Fig. 1: run 1, clock wires, drivers and flops
(4 px per um)
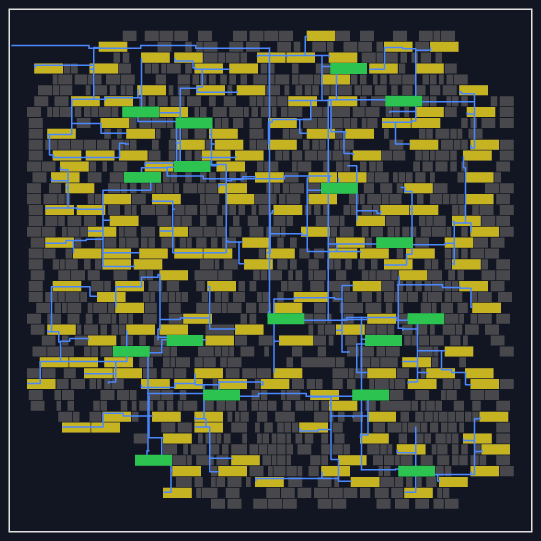
Fig. 2: run 1, placed standard cells
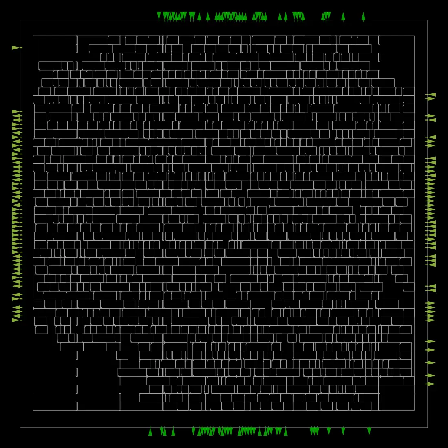
Fig. 3: run 1, signal wires by layer
(3 px per um) Only two layers are drawn.
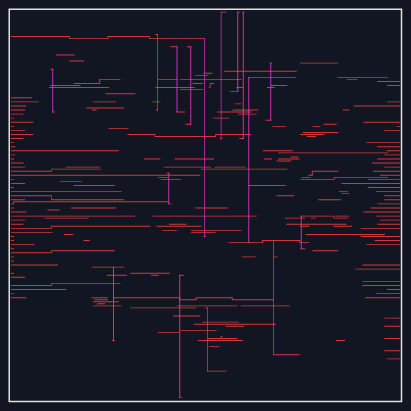
<file path="config.mk">
export PLATFORM = sky130hd
export DESIGN_NAME = if_pipe_reg_skid
export DESIGN_NICKNAME = d
export VERILOG_FILES = /design/src/rtl/if_pipe_reg_skid.sv
export SDC_FILE = /design/constraint.sdc
export NUM_CORES = 1
export LEC_CHECK = 0
export CORE_MARGIN = 4
export CORE_UTILIZATION = 55
export CTS_CLUSTER_SIZE = 20
export DETAILED_ROUTE_END_ITERATION = 10
export PLACE_DENSITY = 0.85
export SYNTH_ARGS = -nofsm -noshare
export SYNTH_HDL_FRONTEND = slang
export SYNTH_SLANG_ARGS = --single-unit
</file>
<file path="constraint.sdc">
create_clock -name clk -period 5.5 [get_ports clk]
set_clock_uncertainty 0.05 [all_clocks]
set_input_delay 0.825 -clock clk [delete_from_list [all_inputs] [get_ports clk]]
set_output_delay 0.825 -clock clk [all_outputs]
set_load 0.02 [all_outputs]
</file>
<file path="src/rtl/if_pipe_reg_skid.sv">
// ---------------------------------------------------------------------------
// if_pipe_reg_skid
//
// Fetch/decode pipeline register with valid/ready handshaking and a 2-entry
// skid buffer. The head entry is always the oldest and drives decode directly.
// The skid entry catches one extra instruction so that in_ready never depends
// combinationally on out_ready. A branch flush drops everything held.
// Saturating stall and flush counters are exposed for performance debug.
//
// Ports:
//   clk        rising-edge clock
//   rst        synchronous, active-high reset
//   in_valid   fetch presents in_pc / in_instr
//   in_ready   block can accept this cycle
//   in_pc      fetched PC
//   in_instr   fetched instruction
//   freeze     hazard stall: no transfers, contents held
//   flush      branch-taken flush: all held entries discarded
//   out_valid  head entry presented to decode
//   out_ready  decode consumes the head entry
//   out_pc     PC of head entry (0 when empty)
//   out_instr  instruction of head entry (0 when empty, i.e. a NOP bubble)
//   stall_cnt  cycles a held head entry was not consumed
//   flush_cnt  flush cycles that discarded at least one valid entry
// ---------------------------------------------------------------------------
module if_pipe_reg_skid #(
  parameter int PC_W    = 32,
  parameter int INSTR_W = 32,
  parameter int CNT_W   = 16
) (
  input  logic               clk,
  input  logic               rst,
  input  logic               in_valid,
  output logic               in_ready,
  input  logic [PC_W-1:0]    in_pc,
  input  logic [INSTR_W-1:0] in_instr,
  input  logic               freeze,
  input  logic               flush,
  output logic               out_valid,
  input  logic               out_ready,
  output logic [PC_W-1:0]    out_pc,
  output logic [INSTR_W-1:0] out_instr,
  output logic [CNT_W-1:0]   stall_cnt,
  output logic [CNT_W-1:0]   flush_cnt
);

  localparam logic [1:0] EMPTY = 2'd0;
  localparam logic [1:0] ONE   = 2'd1;
  localparam logic [1:0] FULL  = 2'd2;

  logic [1:0]         state,      nxt_state;
  logic [PC_W-1:0]    head_pc,    nxt_head_pc;
  logic [INSTR_W-1:0] head_instr, nxt_head_instr;
  logic [PC_W-1:0]    skid_pc,    nxt_skid_pc;
  logic [INSTR_W-1:0] skid_instr, nxt_skid_instr;

  logic accept;
  logic issue;
  logic stall_hit;
  logic flush_hit;

  // Handshake outputs depend only on registered state plus freeze/flush,
  // so there is no combinational path from out_ready to in_ready.
  assign in_ready  = (state != FULL) && !freeze && !flush;
  assign out_valid = (state != EMPTY) && !freeze;
  assign out_pc    = head_pc;
  assign out_instr = head_instr;

  assign accept = in_valid && in_ready;
  // A flush cycle never counts as a transfer even if decode raised out_ready.
  assign issue  = out_valid && out_ready && !flush;

  assign stall_hit = (state != EMPTY) && !flush && (freeze || !out_ready);
  assign flush_hit = flush && (state != EMPTY);

  always_comb begin
    // NOTE: every output of this block gets a default first so no path
    // leaves a value unassigned, which would infer a latch.
    nxt_state      = state;
    nxt_head_pc    = head_pc;
    nxt_head_instr = head_instr;
    nxt_skid_pc    = skid_pc;
    nxt_skid_instr = skid_instr;

    if (flush) begin
      nxt_state      = EMPTY;
      nxt_head_pc    = '0;
      nxt_head_instr = '0;
      nxt_skid_pc    = '0;
      nxt_skid_instr = '0;
    end else begin
      case (state)
        EMPTY: begin
          if (accept) begin
            nxt_state      = ONE;
            nxt_head_pc    = in_pc;
            nxt_head_instr = in_instr;
          end
        end
        ONE: begin
          if (accept && issue) begin
            nxt_head_pc    = in_pc;
            nxt_head_instr = in_instr;
          end else if (accept) begin
            nxt_state      = FULL;
            nxt_skid_pc    = in_pc;
            nxt_skid_instr = in_instr;
          end else if (issue) begin
            nxt_state      = EMPTY;
            nxt_head_pc    = '0;
            nxt_head_instr = '0;
          end
        end
        FULL: begin
          // Skid promotes to head; in_ready is low so nothing new arrives.
          if (issue) begin
            nxt_state      = ONE;
            nxt_head_pc    = skid_pc;
            nxt_head_instr = skid_instr;
            nxt_skid_pc    = '0;
            nxt_skid_instr = '0;
          end
        end
        default: begin
          // Unused encoding: recover to an empty, zeroed register.
          nxt_state      = EMPTY;
          nxt_head_pc    = '0;
          nxt_head_instr = '0;
          nxt_skid_pc    = '0;
          nxt_skid_instr = '0;
        end
      endcase
    end
  end

  always_ff @(posedge clk) begin
    // NOTE: sequential state uses non-blocking assignments so every register
    // samples pre-edge values regardless of statement order.
    if (rst) begin
      // NOTE: the payload registers are reset too, because an empty register
      // must present an all-zero NOP bubble to decode.
      state      <= EMPTY;
      head_pc    <= '0;
      head_instr <= '0;
      skid_pc    <= '0;
      skid_instr <= '0;
    end else begin
      state      <= nxt_state;
      head_pc    <= nxt_head_pc;
      head_instr <= nxt_head_instr;
      skid_pc    <= nxt_skid_pc;
      skid_instr <= nxt_skid_instr;
    end
  end

  // Saturating performance counters; cleared only by rst.
  always_ff @(posedge clk) begin
    if (rst) begin
      stall_cnt <= '0;
      flush_cnt <= '0;
    end else begin
      if (stall_hit && (stall_cnt != {CNT_W{1'b1}})) begin
        stall_cnt <= stall_cnt + 1'b1;
      end
      if (flush_hit && (flush_cnt != {CNT_W{1'b1}})) begin
        flush_cnt <= flush_cnt + 1'b1;
      end
    end
  end

endmodule
</file>
==> notes.md, run 1 <==
Here are the numbers from the latest Yosys + OpenROAD run.

The biggest slice of the total power is consumed by sequential cells. The critical path data arrival time came out at 2.89 ns. The highest layer touched by signal routing is met4.

The routed design uses ~2.2 mm of met3 wire. The worst setup slack after layout came out at 1.732 ns. Dividing total power by cell area gives a power density of 238.9 mW/mm2.

The via count of the first global-routing pass is between 7000 and 8000. In the per-layer breakdown of the detailed-route log, met1 shows roughly 9.7 mm. Looking at the reg2reg group, the worst path starts from state[1]$_SDFFE_PP0P_. The proportion of layout cells with a drive suffix above 1 is 0.06096. Per the area breakdown, the dominant cell category is logic gates. The smallest clock period supported by the final layout is computed as roughly 3.8 ns. The number of cells produced by synthesis is about 1000. The proportion of cell area occupied by registers came out at 0.3127. The number of enable-type register cells in the synthesized netlist is 0. Entering global routing, the biggest net connects 104 pins. Note that the worst hold path type here is register to register. The relative max-transition margin is 0.2565. The hold path depth is 2. The flip-flop and latch power came out at ~1200 uW. The final-layout clock-cell area share came out at 0.05116. The floorplan step set the die height to 130.2 um. The combinational share of cell area is 0.4251.

After clock tree synthesis, the flow added hold-fix buffers numbering 0. The area fraction in xor and xnor cells is 0.001066. The startpoint class of the critical path is a register. By count the netlist is led by sky130_fd_sc_hd__dfxtp_1 (162), sky130_fd_sc_hd__nand3_1 (150), sky130_fd_sc_hd__a21oi_1 (145).

The combined flip-flop and latch cell area came out at ~0.0033 mm2. The first-pass GRT wire length is roughly 36 mm. For the worst flop-to-flop path, the logic depth is 4. The number of placement rows came out at 44. The post-layout total power is roughly 2500 uW. The initial standard-cell utilization of the core is 0.5633. The total of fill cells in the finished design came out at approximately 1200. Traced cell by cell, the critical path runs through buf_4 -> inv_1 -> a21boi_0 -> clkdlybuf4s50_1. The tally of unique sky130hd cells used after synthesis came out at between 50 and 60. Per the run summary, max-cap violations total 0.

The post-layout net count is roughly 1200. STA shows the worst min-delay path finishing at skid_instr[8]$_SDFFE_PP0P_. TritonCTS built the clock tree.

Summing all non-filler instances in the final layout gives an area of 0.01039 mm2. The met3 track demand over resource came out at 0.08146. Buffers added to address setup during post-CTS repair amount to 0. The count of sequential standard cells is between 150 and 200.

The worst slack after detailed placement is around 1.6 ns. The capture point of the worst register-to-register path is recorded as out_instr[31]$_SDFFE_PP0P_. The maximum achievable frequency is between 200 and 300 MHz. In the CTS report, the clock slew at the register clock pins of the worst setup and hold paths is listed as about 0.060 ns.

The diode insertion count for antenna repair is 2. The layout overhead on the synthesized area is 26.48%. The most congested layer reported by global routing is met2. Post-route period utilization is reported as 0.6851.

The tally of non-filler cells in the final layout is 1285. The measured slew at the worst slew-check pin came out at between 1 and 1.5 ns. The flow inserted 184 tap cells.

The combinational group power came out at between 200 and 250 uW. The count of non-CTS buffers in the layout is between 150 and 200. The count of tool warnings came out at 29. Per the TritonCTS log, the buffer count is 17.

The layout clock buffer count is 20. The count of warnings emitted by yosys is 0. The HPWL after detailed placement is ~14 mm. The kind of cell with the highest combined delay on the critical path is buffers and inverters. The total die area is around 0.017 mm2. The chip area line in the Yosys stat output reads slightly above 0.008 mm2. The number of H-tree levels came out at 4. Leaving out fill and tap cells, the most frequent cell in the layout is sky130_fd_sc_hd__clkdlybuf4s50_1. For this run, the slowest stage of the critical path takes between 0.6 and 0.7 ns. The worst-case clock buffer depth came out at 2. The placement report lists the number of port buffers as approximately 170.

The area of the mapped netlist came out at approximately 0.0082 mm2. The buffer and inverter count on the worst path came out at 3. The slowest stage of the critical path is the sky130_fd_sc_hd__dfxtp_4 cell. The mean cell area of the mapped netlist came out at about 8.3 um2. After the first detailed-routing iteration, the DRC count stood at about 1000. The flow ran to the end, and the final reports show no timing, DRC or antenna violations.

The setup TNS after final layout is 0 ns. The routed wire length per instance is approximately 18 um. Per STA, the endpoint of the critical path is in_ready.
Back to the opening pictures, Fig. 1:
legend:
  blue:
    item: clock wires
    length: 1930 um
  green:
    item: clock drivers
    count: 17
  yellow:
    item: flip-flops
    count: 162
routed clock nets: 18
Power Clock: 1080 uW
clock share of power: 0.435
clock network latency to the later pin of the worst-skew pair: 0.42 ns

Back to the opening pictures, Fig. 2:
core area: 0.01459 mm2
Post-Route Utilization: 0.7124

Back to the opening pictures, Fig. 3:
legend:
  red:
    layer: metal 3
    wire_length: 2170 um
  magenta:
    layer: metal 4
    wire_length: 484 um
DR vias: 8187
GR Util All Layers: 0.2631

==> run 2, diff against run 1 <==
--- a/config.mk
+++ b/config.mk
@@ -6,10 +6,10 @@
 export NUM_CORES = 1
 export LEC_CHECK = 0
 export CORE_MARGIN = 4
-export CORE_UTILIZATION = 55
+export CORE_UTILIZATION = 52
 export CTS_CLUSTER_SIZE = 20
 export DETAILED_ROUTE_END_ITERATION = 10
-export PLACE_DENSITY = 0.85
+export PLACE_DENSITY = 0.81
 export SYNTH_ARGS = -nofsm -noshare
 export SYNTH_HDL_FRONTEND = slang
 export SYNTH_SLANG_ARGS = --single-unit
==> constraint.sdc (replaced) <==
create_clock -name clk -period 3.9 [get_ports clk]
set_clock_uncertainty 0.05 [all_clocks]
set_input_delay 0.585 -clock clk [delete_from_list [all_inputs] [get_ports clk]]
set_output_delay 0.585 -clock clk [all_outputs]
set_load 0.02 [all_outputs]
==> run 2 against run 1 <==
Critical path type is now input pin to primary output. Synthesized cell count unchanged. Largest power group is now clock. Core utilization decreased by 2.3 points. Non-clock buffer count increased by 6. Setup slack got worse by 1.0 ns. Largest cell class unchanged. Highest routed layer unchanged. Critical path depth unchanged. Count of clock-buffer cells in the layout increased by 4. Global-route usage decreased by 0.72 points. Register-to-register slack got worse by 1.0 ns.
==> notes.md, run 2 <==
Here are the numbers from the latest Yosys + OpenROAD run.

The post-layout net count is 1164 (+0.52%). The initial standard-cell utilization of the core was 0.5366 (-0.02669). The clock-pin slew on the worst setup and hold paths was 0.06 ns (about the same). The total die area is 0.01788 mm2 (+5.4%).

The count of warnings emitted by yosys came out at 0 (unchanged). The tally of unique sky130hd cells used after synthesis is 52 (unchanged). The combinational share of cell area is 0.4176 (-0.007460).

The area of the placeable core came out at 0.01531 mm2 (+5.0%). The area fraction in xor and xnor cells was 0.001066 (unchanged). Per STA, the worst path accumulates the most delay in the family buffers and inverters.

The vertical extent of the die is 133.7 um (+2.7%). In this build the clock could be raised as far as between 300 and 400 MHz. The final-layout clock-cell area share came out at 0.05971 (+0.008547). The mean cell area of the mapped netlist came out at 8.301 um2 (unchanged). The post-layout total power is 3785 uW (+52%). The count of non-CTS buffers in the layout is 186 (+3.3%). The met3 routed wirelength was 1.939 mm (-11%). The timing endpoint of the critical path is in_ready.

The flip-flop and latch power is 1670 uW (+40%). Relative to the synthesized area, the layout overhead comes to 28.52%. The power density over cell area is 358.3 mW/mm2 (+50%). The highest layer touched by signal routing is met4. The capture point of the worst reg-to-reg path is skid_instr[7]$_SDFFE_PP0P_. The met3 track demand over resource came out at 0.06647 (-0.01499). The number of H-tree levels is 4 (unchanged). The area of the mapped netlist is 0.008218 mm2 (unchanged).

The CTS sink count is 162. Sorting the synthesized cells by how often they occur yields sky130_fd_sc_hd__dfxtp_1 (162), sky130_fd_sc_hd__nand3_1 (150), sky130_fd_sc_hd__a21oi_1 (145). The final cycle utilization of the critical path came out at 0.8118.

The max capacitance violation total came to 0 (unchanged). The startpoint class of the critical path is an input pin. The diode insertion count for antenna repair came to 1 (-1). The largest net degree at the start of global routing came to 104 (unchanged). The count of input and output buffers came out at 167 (unchanged). The setup TNS after final layout came out at 0 ns (unchanged).

The DRC violation total after the first TritonRoute iteration was 750 (-26%). The total of fill cells in the finished design came out at 1195 (+0.59%). The area reported by Yosys stat is 0.008218 mm2 (unchanged). The layout clock buffer count is 24 (+20%). The hold path depth is 1 (-1). The standard cell with the maximum stage delay on the critical path is sky130_fd_sc_hd__clkdlybuf4s50_1. The proportion of layout cells with a drive suffix above 1 is 0.06425 (+0.003289).

The path category of the worst min-delay check is register to register. The utilization after layout is 0.6896 (-0.02281). The combined flip-flop and latch cell area is 0.003251 mm2 (unchanged). The buffer and inverter count on the worst path is 2 (-1). The clock period minus final worst setup slack is roughly 3.2 ns.

The post-CTS repair timing setup buffer count came out at 0 (unchanged). The number of buffers inserted during clock tree synthesis is 17 (unchanged). Looking at the reg2reg group, the worst path starts from state[1]$_SDFFE_PP0P_. The largest stage delay on the critical path is 0.72 ns (+0.04 ns).

The number of vias per cell after detailed routing came out at between 6 and 7. The wire length the detailed router placed on met1 is 10.02 mm (+3.0%). The hold-fix buffer count after cts came out at 0 (unchanged). The tally of non-filler cells in the final layout came out at 1317 (+2.5%). The relative max-transition margin is 0.2482 (-0.008340). The worst reg2reg path depth came out at 5 (+1).

The worst slack after detailed placement was 0.7431 ns (-0.8945 ns). The worst hold path terminates at out_pc[0]$_SDFFE_PP0P_. The top logic cell by instance count in the layout is sky130_fd_sc_hd__clkdlybuf4s50_1. The number of cells produced by synthesis was 990 (unchanged). The count of sequential standard cells is 162 (unchanged). The flow ran to the end, and the final reports show no timing, DRC or antenna violations. The worst setup slack after layout came out at 0.7340 ns (-0.9978 ns). The combinational group power came to 313 uW (+44%). The HPWL after detailed placement came out at 14.19 mm (+3.1%).
Fig. 4: run 2, clock wires, drivers and flops
(4 px per um)
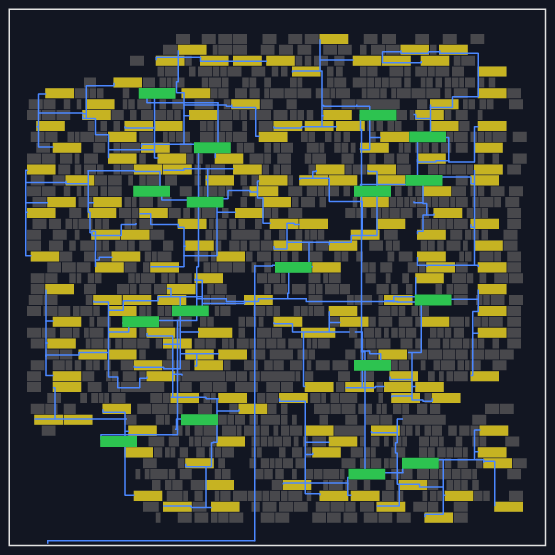
legend:
  green:
    item: clock drivers
    count: 17
  blue:
    item: clock wires
    length: 2030 um
  yellow:
    item: flip-flops
    count: 162
flops lie: all over the die
routed clock nets: 18
clock network latency to the later pin of the worst-skew pair: 0.43 ns
clock share of power: 0.476
Power Clock: 1800 uW

Fig. 5: run 2, placed cells, one colour a class
(2 px per um) Fill, decap, tap and diode cells in grey.
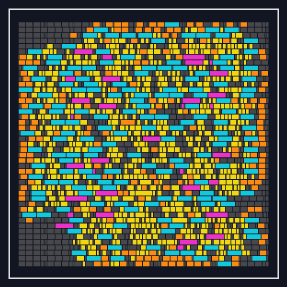
legend:
  yellow:
    class: combinational and other logic
    cells: 725
  orange:
    class: other buffers and delay cells
    cells: 186
  cyan:
    class: flops
    cells: 162
  magenta:
    class: clock drivers and dummy loads
    cells: 32
number of standard-cell rows in the floorplan: 45
share of cell area taken by flip-flops and latches: 0.3078

==> run 3, diff against run 2 <==
==> constraint.sdc (replaced) <==
create_clock -name clk -period 3 [get_ports clk]
set_clock_uncertainty 0.05 [all_clocks]
set_input_delay 0.45 -clock clk [delete_from_list [all_inputs] [get_ports clk]]
set_output_delay 0.45 -clock clk [all_outputs]
set_load 0.02 [all_outputs]
==> run 3 against run 2 <==
Critical endpoint unchanged. Clock power increased by 33%. Critical path depth down 1. Largest cell class unchanged. Die size did not move. Register-to-register slack worse by 0.58 ns. Global-route usage fell by 0.33 points. Largest power group unchanged.
==> notes.md, run 3 <==
Here are the numbers from the latest Yosys + OpenROAD run.

The flow ran to the end, and the final reports show no timing, DRC or antenna violations. The wire length the detailed router placed on met1 is 10.52 mm (+5.0%). The met3 track demand over resource came out at 0.07100 (+0.004532). The top logic cell by instance count in the layout is sky130_fd_sc_hd__clkdlybuf4s50_1. STA classifies the critical path startpoint as a register.

The hold-fix buffer count after cts is 0 (unchanged). The portion of total power attributed to sequential cells came out at 0.437. The area reported by Yosys stat came out at 0.008218 mm2 (unchanged). The clock-pin slew on the worst setup and hold paths is 0.06 ns (about the same). The combined global-route utilization of all metal layers came out at 0.2527. The timing report attributes the biggest portion of critical-path delay to buffers and inverters.

The final-layout clock-cell area share came out at 0.06024 (+0.0005342). The worst reg2reg path depth was 5 (unchanged). The worst slack after detailed placement is 0.1647 ns (-0.5784 ns). The proportion of cell area occupied by registers was 0.3057 (-0.002098). The initial standard-cell utilization of the core came out at 0.5366 (unchanged).

The total of fill cells in the finished design is 1265 (+5.9%). Post-route period utilization is reported as 0.9247. The max capacitance violation total came to 0 (unchanged). The launch point of the worst register-to-register path is recorded as state[0]$_SDFFE_PP0P_. The number of vias per cell after detailed routing came out at 6.153 (-0.52%).

The clock period minus final worst setup slack is around 2.8 ns. The flip-flop and latch power is 2170 uW (+30%). The async set or reset register ratio after synthesis came out at 0. The mean cell area of the mapped netlist came to 8.301 um2 (unchanged). The number of placement rows is 45 (unchanged). The HPWL after detailed placement came out at 14.52 mm (+2.4%). The area of the mapped netlist is 0.008218 mm2 (unchanged). The post-CTS repair timing setup buffer count was 0 (unchanged). The area fraction in xor and xnor cells was 0.001066 (unchanged). The met2 track demand over resource came out at 0.3857. The count of tool warnings came out at 30. The worst-skew pair later-pin latency was 0.43 ns (about the same). The DRC violation total after the first TritonRoute iteration is 752 (+0.27%). The number of H-tree levels came to 4 (unchanged). The power density over cell area is 468.1 mW/mm2 (+31%). The largest net degree at the start of global routing came out at 108 (+3.8%).

The largest stage delay on the critical path came out at 0.66 ns (-0.06 ns). Hold analysis lists the worst path endpoint as out_pc[13]$_SDFFE_PP0P_. The tally of non-filler cells in the final layout was 1321 (+0.30%). The number of buffers inserted during clock tree synthesis is 17 (unchanged). The count of input and output buffers was 167 (unchanged). The tally of unique sky130hd cells used after synthesis is 52 (unchanged).

The maximum achievable frequency came out at 360.5 MHz. In this run the worst hold path is classified as register to register. Compared with the post-synthesis result, the final layout area differs by 29.40%. The layout clock buffer count is 21 (-13%).

The worst setup slack after layout was 0.2259 ns (-0.5081 ns). The relative max-transition margin came out at 0.2420 (-0.006159). The post-layout net count is 1169 (+0.43%). Yosys reports that the most numerous cell types are sky130_fd_sc_hd__dfxtp_1 (162), sky130_fd_sc_hd__nand3_1 (150), sky130_fd_sc_hd__a21oi_1 (145). The CTS sink count came to 162 (unchanged). The post-layout total power came to 4977 uW (+32%). The slowest stage of the critical path is the sky130_fd_sc_hd__clkdlybuf4s50_1 cell. The met3 routed wirelength came out at 1.660 mm (-14%).

The timing endpoint of the critical path is in_ready. The total die area came out at 0.01788 mm2 (unchanged). The hold path depth came to 2 (+1). The combinational share of cell area came out at 0.4148 (-0.002847). The count of warnings emitted by yosys is 0 (unchanged). The count of sequential standard cells came out at 162 (unchanged). The combinational group power came out at 412 uW (+32%). By instance count, the leading cell after synthesis is sky130_fd_sc_hd__dfxtp_1. The number of cells produced by synthesis came out at 990 (unchanged). The capture point of the worst reg-to-reg path is out_pc[24]$_SDFFE_PP0P_. The diode insertion count for antenna repair was 1 (unchanged). Per the detail_route log, the uppermost layer with routed signals is met4. The setup TNS after final layout is 0 ns (unchanged). The count of non-CTS buffers in the layout is 191 (+2.7%). The net switching power figure is 1120 uW.

The STA report counts the stages on the worst setup path as 3.
Fig. 6: run 3, floorplan with the power grid
(3 px per um) Pins as bars on the die edge.
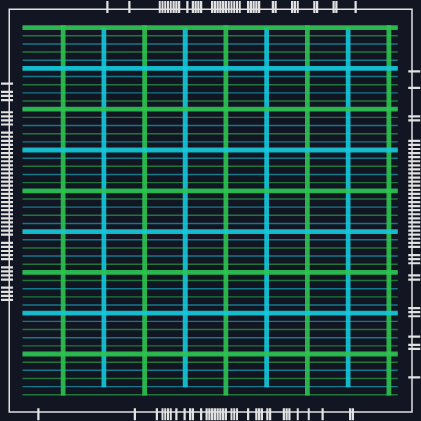
legend:
  green:
    net: VSS
  cyan:
    net: VDD
met1 rails: 46
rows: 45
signal pins: 168
met4 straps: 9
worst-case vdd ir drop: 0.0004417 V
core area: 0.01531 mm2
die boundary width: 133.7 um
die boundary height: 133.7 um

Fig. 7: run 3, clock wires, drivers and flops
(4 px per um)
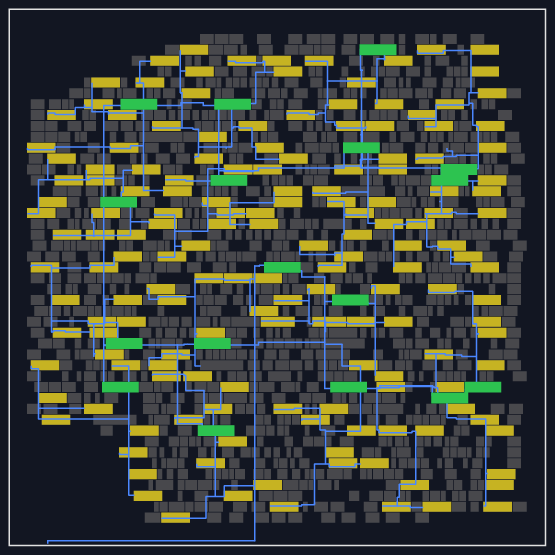
legend:
  green:
    item: clock drivers
    count: 17
  yellow:
    item: flip-flops
    count: 162
  blue:
    item: clock wires
    length: 2030 um
flops lie: all over the die
Power Clock: 2390 uW
clock share of power: 0.480

Power and IR drop assume default switching activity.
